Run 1, the metal 1 layer:
Scale bar: 20 µm.
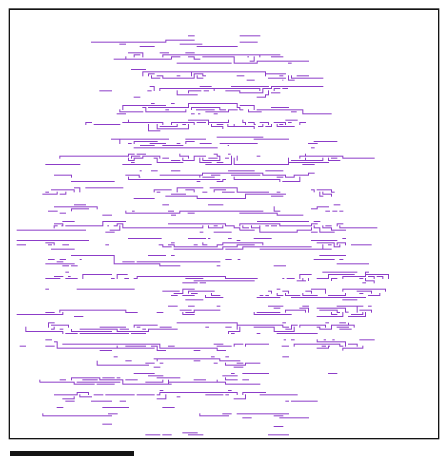
Run 1, signal wires on met2:
Scale bar: 20 µm.
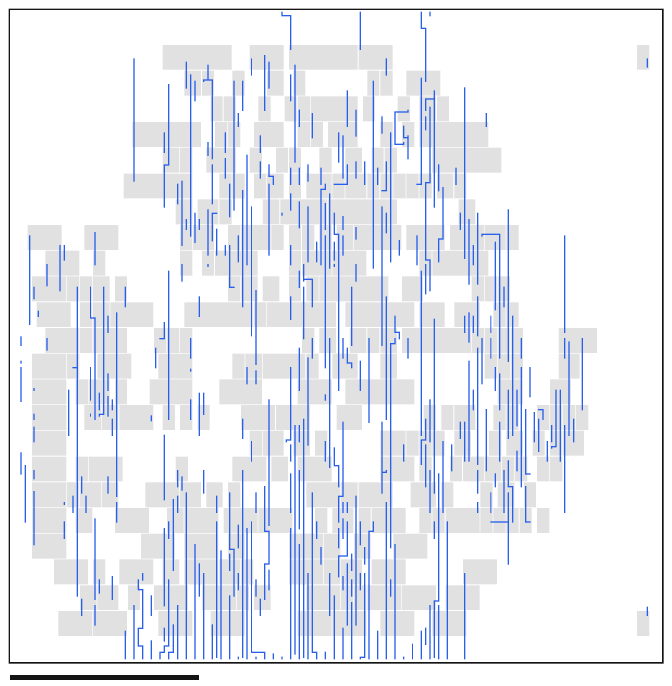
Run 1, met3 routing:
Scale bar: 20 µm.
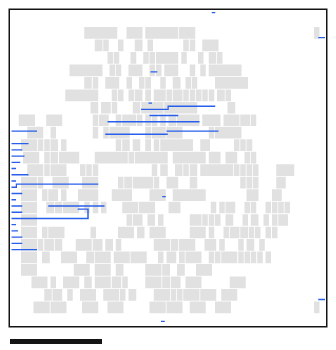
**config.mk**
```make
export PLATFORM = sky130hd
export DESIGN_NAME = axis_rr_packet_arbiter
export DESIGN_NICKNAME = d
export VERILOG_FILES = /design/src/rtl/compair_axis_pkg.sv /design/src/rtl/rr_pick.sv /design/src/rtl/axis_rr_packet_arbiter.sv
export SDC_FILE = /design/constraint.sdc
export NUM_CORES = 1
export LEC_CHECK = 0
export ABC_AREA = 1
export CORE_UTILIZATION = 30
export DETAILED_ROUTE_END_ITERATION = 16
export GPL_ROUTABILITY_DRIVEN = 0
export PLACE_DENSITY = 0.71
export REMOVE_ABC_BUFFERS = 1
export SLEW_MARGIN = 15
export SYNTH_ARGS = -nofsm -noshare
export SYNTH_HDL_FRONTEND = slang
export SYNTH_SLANG_ARGS = --single-unit
```
**constraint.sdc**
```tcl
create_clock -name clk -period 3.98 [get_ports clk]
set_input_delay 0.796 -clock clk [delete_from_list [all_inputs] [get_ports clk]]
set_output_delay 0.796 -clock clk [all_outputs]
set_load 0.005 [all_outputs]
```
**src/rtl/compair_axis_pkg.sv**
```systemverilog
// rtl/compair_axis_pkg.sv - shared types and helpers for the AXIS round-robin packet arbiter
package compair_axis_pkg;

    typedef enum logic {ARB_IDLE, ARB_GRANT} arb_state_t;

    function automatic int rr_next(input int ptr, input int n);
        return (ptr + 1 >= n) ? 0 : ptr + 1;
    endfunction

endpackage

```
**src/rtl/rr_pick.sv**
```systemverilog
// rtl/rr_pick.sv - combinational round-robin requester search starting at ptr
module rr_pick #(
    parameter int N_PORTS = 4,
    localparam int IW = $clog2(N_PORTS)
) (
    input  logic [N_PORTS-1:0] req,
    input  logic [IW-1:0]      ptr,
    output logic               found,
    output logic [IW-1:0]      idx
);

    int cand;

    // Walk offsets from the far end so the nearest requester to ptr is written last and wins.
    always_comb begin
        found = 1'b0;
        idx   = '0;
        cand  = 0;
        for (int k = N_PORTS - 1; k >= 0; k--) begin
            cand = int'(ptr) + k;
            if (cand >= N_PORTS) begin
                cand = cand - N_PORTS;
            end
            if (req[cand]) begin
                found = 1'b1;
                idx   = IW'(cand);
            end
        end
    end

endmodule

```
**src/rtl/axis_rr_packet_arbiter.sv**
```systemverilog
// rtl/axis_rr_packet_arbiter.sv - N-input round-robin AXIS packet arbiter feeding the FIFO write port
module axis_rr_packet_arbiter
    import compair_axis_pkg::*;
#(
    parameter int N_PORTS   = 4,
    parameter int DWIDTH    = 8,
    parameter int TID_WIDTH = 4,
    parameter int TLAST     = 1,
    parameter int MAX_BURST = 16
) (
    input  logic                         clk,
    input  logic                         rst,
    input  logic [N_PORTS*DWIDTH-1:0]    s_axis_tdata,
    input  logic [N_PORTS-1:0]           s_axis_tvalid,
    input  logic [N_PORTS-1:0]           s_axis_tlast,
    output logic [N_PORTS-1:0]           s_axis_tready,
    output logic [DWIDTH-1:0]            m_axis_tdata,
    output logic                         m_axis_tvalid,
    input  logic                         m_axis_tready,
    output logic                         m_axis_tlast,
    output logic [TID_WIDTH-1:0]         m_axis_tid,
    output logic                         grant_active,
    output logic [$clog2(N_PORTS)-1:0]   grant_idx
);

    localparam int IW = $clog2(N_PORTS);
    localparam logic [7:0] BURST_LAST = (MAX_BURST == 0) ? 8'd0 : 8'(MAX_BURST - 1);

    arb_state_t    state;
    logic [IW-1:0] rr_ptr;
    logic [IW-1:0] gidx_q;
    logic [7:0]    beat_cnt;

    logic          pick_found;
    logic [IW-1:0] pick_idx;
    logic          in_grant;
    logic          burst_end;
    logic          accept;
    logic          release_beat;

    rr_pick #(.N_PORTS(N_PORTS)) u_rr_pick (
        .req   (s_axis_tvalid),
        .ptr   (rr_ptr),
        .found (pick_found),
        .idx   (pick_idx)
    );

    assign in_grant     = (state == ARB_GRANT);
    assign grant_active = in_grant;
    assign grant_idx    = gidx_q;
    assign m_axis_tid   = TID_WIDTH'(gidx_q);

    assign m_axis_tdata  = s_axis_tdata[gidx_q*DWIDTH +: DWIDTH];
    assign m_axis_tvalid = in_grant && s_axis_tvalid[gidx_q];
    assign burst_end     = (MAX_BURST != 0) && (beat_cnt == BURST_LAST);
    // Output tlast doubles as the release condition: real tlast or forced frame end at burst limit.
    assign m_axis_tlast  = in_grant && (((TLAST != 0) && s_axis_tlast[gidx_q]) || burst_end);
    assign accept        = m_axis_tvalid && m_axis_tready;
    assign release_beat  = accept && m_axis_tlast;

    always_comb begin
        s_axis_tready = '0;
        if (in_grant) begin
            s_axis_tready[gidx_q] = m_axis_tready;
        end
    end

    always_ff @(posedge clk) begin
        if (rst) begin
            state    <= ARB_IDLE;
            rr_ptr   <= '0;
            gidx_q   <= '0;
            beat_cnt <= '0;
        end else begin
            case (state)
                ARB_IDLE: begin
                    if (pick_found) begin
                        gidx_q   <= pick_idx;
                        beat_cnt <= '0;
                        state    <= ARB_GRANT;
                    end
                end
                ARB_GRANT: begin
                    if (release_beat) begin
                        beat_cnt <= '0;
                        rr_ptr   <= IW'(rr_next(int'(gidx_q), N_PORTS));
                        state    <= ARB_IDLE;
                    end else if (accept) begin
                        beat_cnt <= beat_cnt + 8'd1;
                    end
                end
                default: state <= ARB_IDLE;
            endcase
        end
    end

endmodule

```
==> reports/results.txt, run 1 <==
status - finished clean
Max Cap Violations - 0
Die Y - 68.9 µm
htree depth - 1
Synth warnings - 0
WL/cell - 11.0 µm
sequential share of cell area - 13.0%
FMAX - 323 MHz
WHS Path Cells - 2
CP Buf/Inv Count - 4
flip-flops - 13
clock power share - 21.8%
HP Class - register to register
post-CTS setup buffers - 0
Root Buffer - clkbuf_8
syn avg cell area - 5.79 µm²
largest net degree at the start of global routing - 22
worst hold endpoint - beat_cnt[1]$_SDFFE_PP0P_
Distinct cells, synth - 31
startpoint types - input pin
clock sink count - 13
Worst Hold Slack - 0.490 ns
crit path DAT - 2.30 ns
yosys cell count - 232
Tapcells - 50
antenna violations before repair - 0
filler instances - 452
synthesized instance count - 232
P_leak - 0.847 nW
hpwl dp - 2900 µm
sequential area share after synthesis - 19.4%
ratio of cells with drive above 1 in the final layout - 6.60%
Chip Area, Yosys - 1340 µm²
post-CTS sizing - 0
Non-CTS buffers - 63
Comb area - 907 µm²
worst-path fanout max - 3
Power Dens Cells - 266 nW/µm²
Leading cell kind - logic gates
placed insts - 334
global-route wire length before repair - 6150 µm
TNS Setup - 0 ns
Seq pwr share - 28.4%
CP delay by family, top - buffers and inverters
Clock Skews - 0.00238 ns
top cells, area - dfxtp_1 19%, nand2_1 17%, nor2_1 11%
Max stage delay on crit path - 0.51 ns
total die area - 4750 µm²
num rows - 23
ao+oa area frac - 19.1%
FF/Latch Area - 260 µm²
Levels on crit path - 8
Signal buf overhead - 31.3%
GRT Overall Usage - 16.8%
Logic pwr share - 49.8%
r2r endpoint - beat_cnt[5]$_SDFFE_PP0P_
area growth from synthesis to final layout - 48.9%
Adders+Majority by Area - 4.66%
Final Net Count - 337
crit path cell chain - clkdlybuf4s50_1 -> inv_1 -> nand2_1 -> o211ai_1 -> nand2_1 -> inv_1 -> nor2_1 -> clkdlybuf4s50_1
Pint - 346 µW
Late-Pin Clk Latency - 0.24 ns
Remaining DRCs - 0
Die W - 68.9 µm
Data required, critical path - 3.18 ns
-- 'the metal 1 layer' (at the start) --
The layer carries 1760 µm of wire. 297 nets have wire on it. The longest straight run is 19.8 µm.
grt met1 use: 22.4%
via count: 1571
Detailed Route WL: 3720 µm

-- 'signal wires on met2' (at the start) --
The wires run mostly vertical. The layer carries 1740 µm of wire. 239 nets have wire on it.
grt met2 use: 28.3%

-- 'met3 routing' (at the start) --
28 nets have wire on it. The longest straight run is 19.8 µm. The layer holds 4.3% of the routed length. The layer carries 161 µm of wire. The wires run mostly horizontal.

==> run 1: metal layers <==
layer	up-vias	track usage, %	share of wire (%)
met4	0	4.08	1.5
met3	6	2.14	4.3
met1	678	22.4	47
li1	850	-	-
met5	-	0	0
met2	37	28.3	47
==> run 1: placed cells by master, fill, tap and decap left out, types with 5 or more instances in the layout <==
cell,synthesis,layout
nand2_1,62,62
clkdlybuf4s50_1,0,61
nor2_1,40,40
inv_1,21,21
o21ai_0,19,19
dfxtp_1,13,13
a21oi_1,11,11
o22ai_1,8,8
nand3_1,8,8
nand2_2,5,5
ha_1,5,5
==> run 1: flip-flops by register name, summed over array words and instances, names as in the netlist <==
signal        cells
rr_ptr            2
grant_active      1
beat_cnt          8
grant_idx         2
Run 1, cell density map:
The die is cut into 7 by 7 equal tiles; white is low, dark blue is high, 0 to 100% covered.
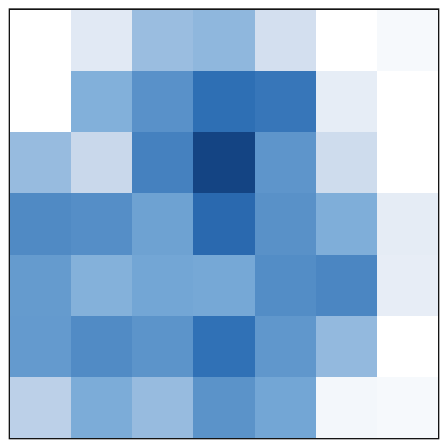

==> run 2, diff against run 1 <==
PLACE_DENSITY = 0.73   (was 0.71)
clock period = 2.75 ns   (was 3.98 ns; I/O delays follow)
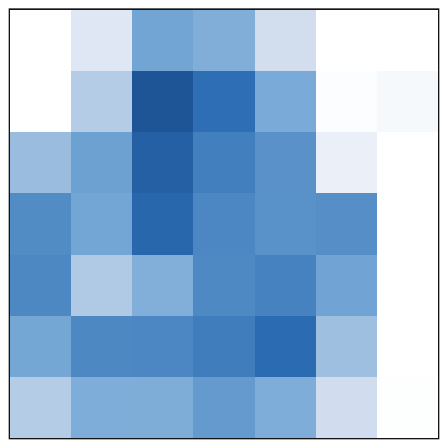
Run 2: cell density map
The die is cut into 7 by 7 equal tiles; white is low, dark blue is high, 0 to 100% covered.
The fullest tile reaches 85%. The mean over all tiles is 41%. The densest ninth of the die: center. 8.2% of the tiles are over 75% full. 20% of the tiles are nearly empty. The emptiest ninth of the die: north-east.
Core Area: 4140 µm²
Finished Core Util: 48.6%
Initial Util: 32.4%

==> reports/results.txt, run 2 <==
placed insts - 336 (+0.60%)
filler instances - 448 (-0.88%)
syn avg cell area - 5.79 µm² (unchanged)
Final Net Count - 339 (+0.59%)
worst-path fanout max - 3 (unchanged)
clock sink count - 13 (unchanged)
HP Class - register to register
htree depth - 1 (unchanged)
Largest register FFs - 8 (unchanged)
Max Cap Violations - 0 (unchanged)
CP delay by family, top - buffers and inverters
crit path cell chain - clkdlybuf4s50_1 -> inv_1 -> nand2_1 -> o211ai_1 -> nand2_1 -> inv_1 -> nor2_1 -> clkdlybuf4s50_1
yosys cell count - 232 (unchanged)
P_leak - 0.857 nW (+1.1%)
crit path DAT - 2.00 ns (-0.30 ns)
Pint - 508 µW (+47%)
Die W - 68.9 µm (unchanged)
Synth warnings - 0 (unchanged)
post-CTS sizing - 0 (unchanged)
TNS Setup - 0 ns (unchanged)
Worst Hold Slack - 0.488 ns (-0.00250 ns)
Data required, critical path - 2.20 ns (-0.98 ns)
r2r endpoint - beat_cnt[7]$_SDFFE_PP0P_
Max Used Layer - met4
Root Buffer - clkbuf_8
global-route wire length before repair - 6580 µm (+7.0%)
routed wire length on met2 - 1880 µm (+7.7%)
largest net degree at the start of global routing - 22 (unchanged)
synthesized instance count - 232 (unchanged)
Remaining DRCs - 0 (unchanged)
total die area - 4750 µm² (unchanged)
FMAX - 393 MHz
Max stage delay on crit path - 0.50 ns (about the same)
via count - 1621 (+3.2%)
num rows - 23 (unchanged)
grt met2 use - 30.8% (+2.5 points)
antenna violations before repair - 0 (unchanged)
Seq pwr share - 27.7% (-0.7 points)
Biggest register - beat_cnt
Distinct cells, synth - 31 (unchanged)
Power Dens Cells - 390 nW/µm² (+47%)
metal3 WL - 97 µm (-39%)
Die Y - 68.9 µm (unchanged)
status - finished clean
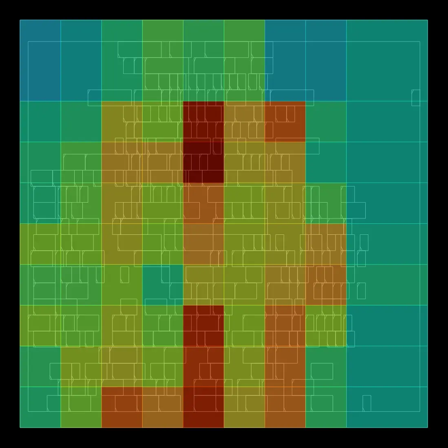
Run 2: congestion heat map
GR met3 Demand/Resource: 1.97%
GRT Overall Usage: 18.0%
WL/cell: 11.1 µm

run 2: cell counts after synthesis:
Identical to the previous run, type by type.
run 2: layout make-up:
cell class / instances / area, µm² / area share [%]
repair buffers: 65 / 641 / 31.8
flip-flops and latches: 13 / 260 / 12.9
inverters: 26 / 100 / 4.97
multi-input cells: 182 / 907 / 45.0
clock buffers: 4 / 45.0 / 2.23
well taps: 50 / 62.6 / 3.10
run 2: worst min-delay path, delay by kind of cell (launching register included):
family,cells,cell delay [ns]
simple gates,1,0.06
flops,1,0.32
compound gates,1,0.05
run 2: logic make-up (layout without fill, tap and decap cells):
logic type	after synthesis	in the layout	share of synthesized area, %
xor+xnor	5	5	3.26
buf+inv	38	95	13.4
simple gates	125	125	39.9
other cells	1	2	0.279
compound gates	45	45	19.1
flops	13	13	19.4
fa+ha+maj	5	5	4.66
Run 2, the metal 1 layer:
Scale bar: 20 µm.
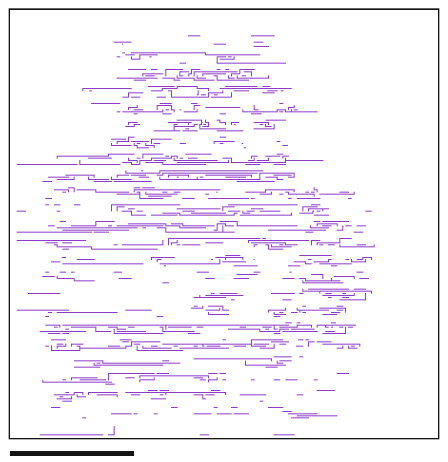

==> run 3, diff against run 2 <==
PLACE_DENSITY = 0.71   (was 0.73)
clock period = 2.41 ns   (was 2.75 ns; I/O delays follow)
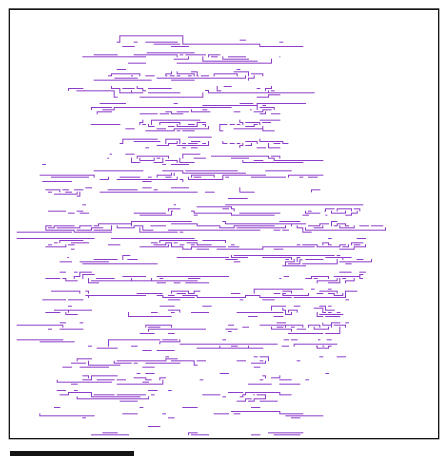
Run 3: the metal 1 layer
Scale bar: 20 µm.
The wires run mostly horizontal. The layer carries 1750 µm of wire. 311 nets have wire on it. The layer holds 46% of the routed length.
via count: 1588
Detailed Route WL: 3830 µm

==> reports/results.txt, run 3 <==
Max stage delay on crit path - 0.54 ns (+0.04 ns)
TNS Setup - 0 ns (unchanged)
Largest register FFs - 8 (unchanged)
r2r endpoint - beat_cnt[3]$_SDFFE_PP0P_
final setup fails - 0
Die Y - 68.9 µm (unchanged)
area growth from synthesis to final layout - 54.4%
post-CTS sizing - 0 (unchanged)
most used logic cell in the final layout - nand2_1
Signal buf overhead - 32.9% (+1.1 points)
peak supply drop - 0.000205 V
worst reg-to-reg setup slack - 0.70 ns
Finished Core Util - 50.1% (+1.4 points)
CTS tree - done
top cells by count, synth - 62 x nand2_1, 40 x nor2_1, 21 x inv_1, 19 x o21ai_0, 13 x dfxtp_1
Leading cell kind - logic gates
yosys cell count - 232 (unchanged)
r2r startpoint - grant_idx[0]$_SDFFE_PP0P_
Non-CTS inverters - 26 (unchanged)
placed insts - 341 (+1.5%)
Comb area - 920 µm² (+1.4%)
htree depth - 1 (unchanged)
Final Net Count - 344 (+1.5%)
filler instances - 428 (-4.5%)
Main power group - combinational logic
Biggest register - beat_cnt
Core Area - 4140 µm² (unchanged)
FF/Latch Area - 263 µm² (+0.96%)
sw power - 324 µW
clock sink count - 13 (unchanged)
Logic Gate Count - 182 (unchanged)
Remaining DRCs - 0 (unchanged)
clk tree area frac - 2.23% (-0.0030 points)
Late-Pin Clk Latency - 0.24 ns
Data required, critical path - 1.93 ns (-0.27 ns)
sequential share of cell area - 12.7% (-0.25 points)
worst hold endpoint - beat_cnt[1]$_SDFFE_PP0P_
Tapcells - 50 (unchanged)
GRT Overall Usage - 17.3% (-0.73 points)
Buffers on Ports - 61
Yosys reg bits - 13
Distinct cells, synth - 31 (unchanged)
Simple Share, Synth - 39.9% (unchanged)
xor+xnor area frac - 3.26% (unchanged)
FMAX - 446 MHz
clock network power - 199 µW
Non-CTS buffers - 70 (+7.7%)
Main synth FF type - dfxtp_1
Comb/total area - 44.3% (-0.67 points)
Adders+Majority by Area - 4.66% (unchanged)
Initial Util - 32.4% (unchanged)
I/O pin total - 64
P_leak - 0.912 nW (+6.5%)
total gr overflow - 0
Die W - 68.9 µm (unchanged)
WL/cell - 11.1 µm (about the same)
clock buf count - 3 (-1)
synthesized instance count - 232 (unchanged)
crit path cell chain - inv_2 -> buf_4 -> o21ai_0 -> o22ai_1 -> clkdlybuf4s50_1
Crit Path Class - register to output pin
global-route wire length before repair - 6310 µm (-4.1%)
Power Dens Cells - 440 nW/µm² (+13%)
Worst setup EP type - output pin
num rows - 23 (unchanged)
syn avg cell area - 5.79 µm² (unchanged)
ao+oa area frac - 19.1% (unchanged)
Pint - 588 µW (+16%)
antenna violations before repair - 0 (unchanged)
worst-path fanout max - 16 (+13)
total die area - 4750 µm² (unchanged)
Yosys top cell by area - dfxtp_1
Max Cap Violations - 0 (unchanged)
crit path DAT - 1.76 ns (-0.24 ns)
Synth warnings - 0 (unchanged)
Seq pwr share - 27.0% (-0.7 points)
flip-flops - 13 (unchanged)
CP delay by family, top - buffers and inverters
HP Class - register to register
Main logic family - simple AND/OR/NAND/NOR gates
unrepaired setup endpoints after global routing - false
Sw Ratio - 35.5%
Worst Hold Slack - 0.494 ns (+0.00585 ns)
TritonRoute pass-1 iters - 4
Root Buffer - clkbuf_8
largest net degree at the start of global routing - 17 (-23%)
status - finished clean
startpoint types - register
Post-synth mux share - 0% (unchanged)
vias per cell - 4.60
crit path time final - 2.24 ns
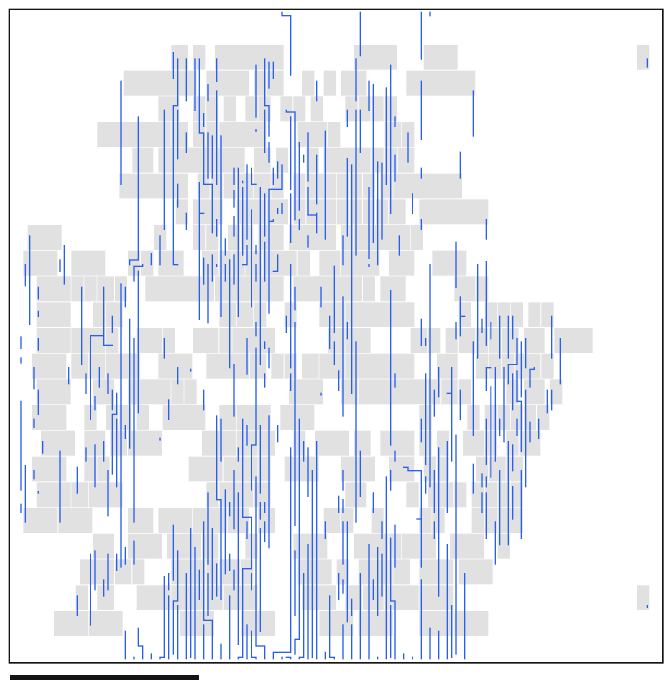
Run 3: signal wires on met2
Scale bar: 20 µm.
245 nets have wire on it. The longest straight run is 29.9 µm.

run 3: cell count changes in the layout (fill, tap and decap cells not counted):
cell             previous run  this run
clkbuf_1                    1         0
ha_1                        5         4
ha_4                        0         1
dlymetal6s2s_1              0         2
clkinv_2                    0         1
dfxtp_1                    13        11
buf_4                       4         9
clkdlybuf4s50_1            61        59
dfxtp_2                     0         2
run 3: cells by family (layout without fill, tap and decap cells):
logic type / after synthesis / in the layout
and+or+nand+nor: 125 / 125
AOI/OAI and AO/OA: 45 / 45
buffers and inverters: 38 / 100
DFF: 13 / 13
adders and majority gates: 5 / 5
xor gates and xnor gates: 5 / 5
other: 1 / 2
run 3: metal layers:
metal,track usage (%),vias to the layer above,share of wire [%]
met4,4.08,0,1.3
li1,-,862,-
met2,31.6,40,49
met5,0,-,0
met3,2.14,4,3.9
met1,21.2,682,46
Power and IR drop assume default switching activity.
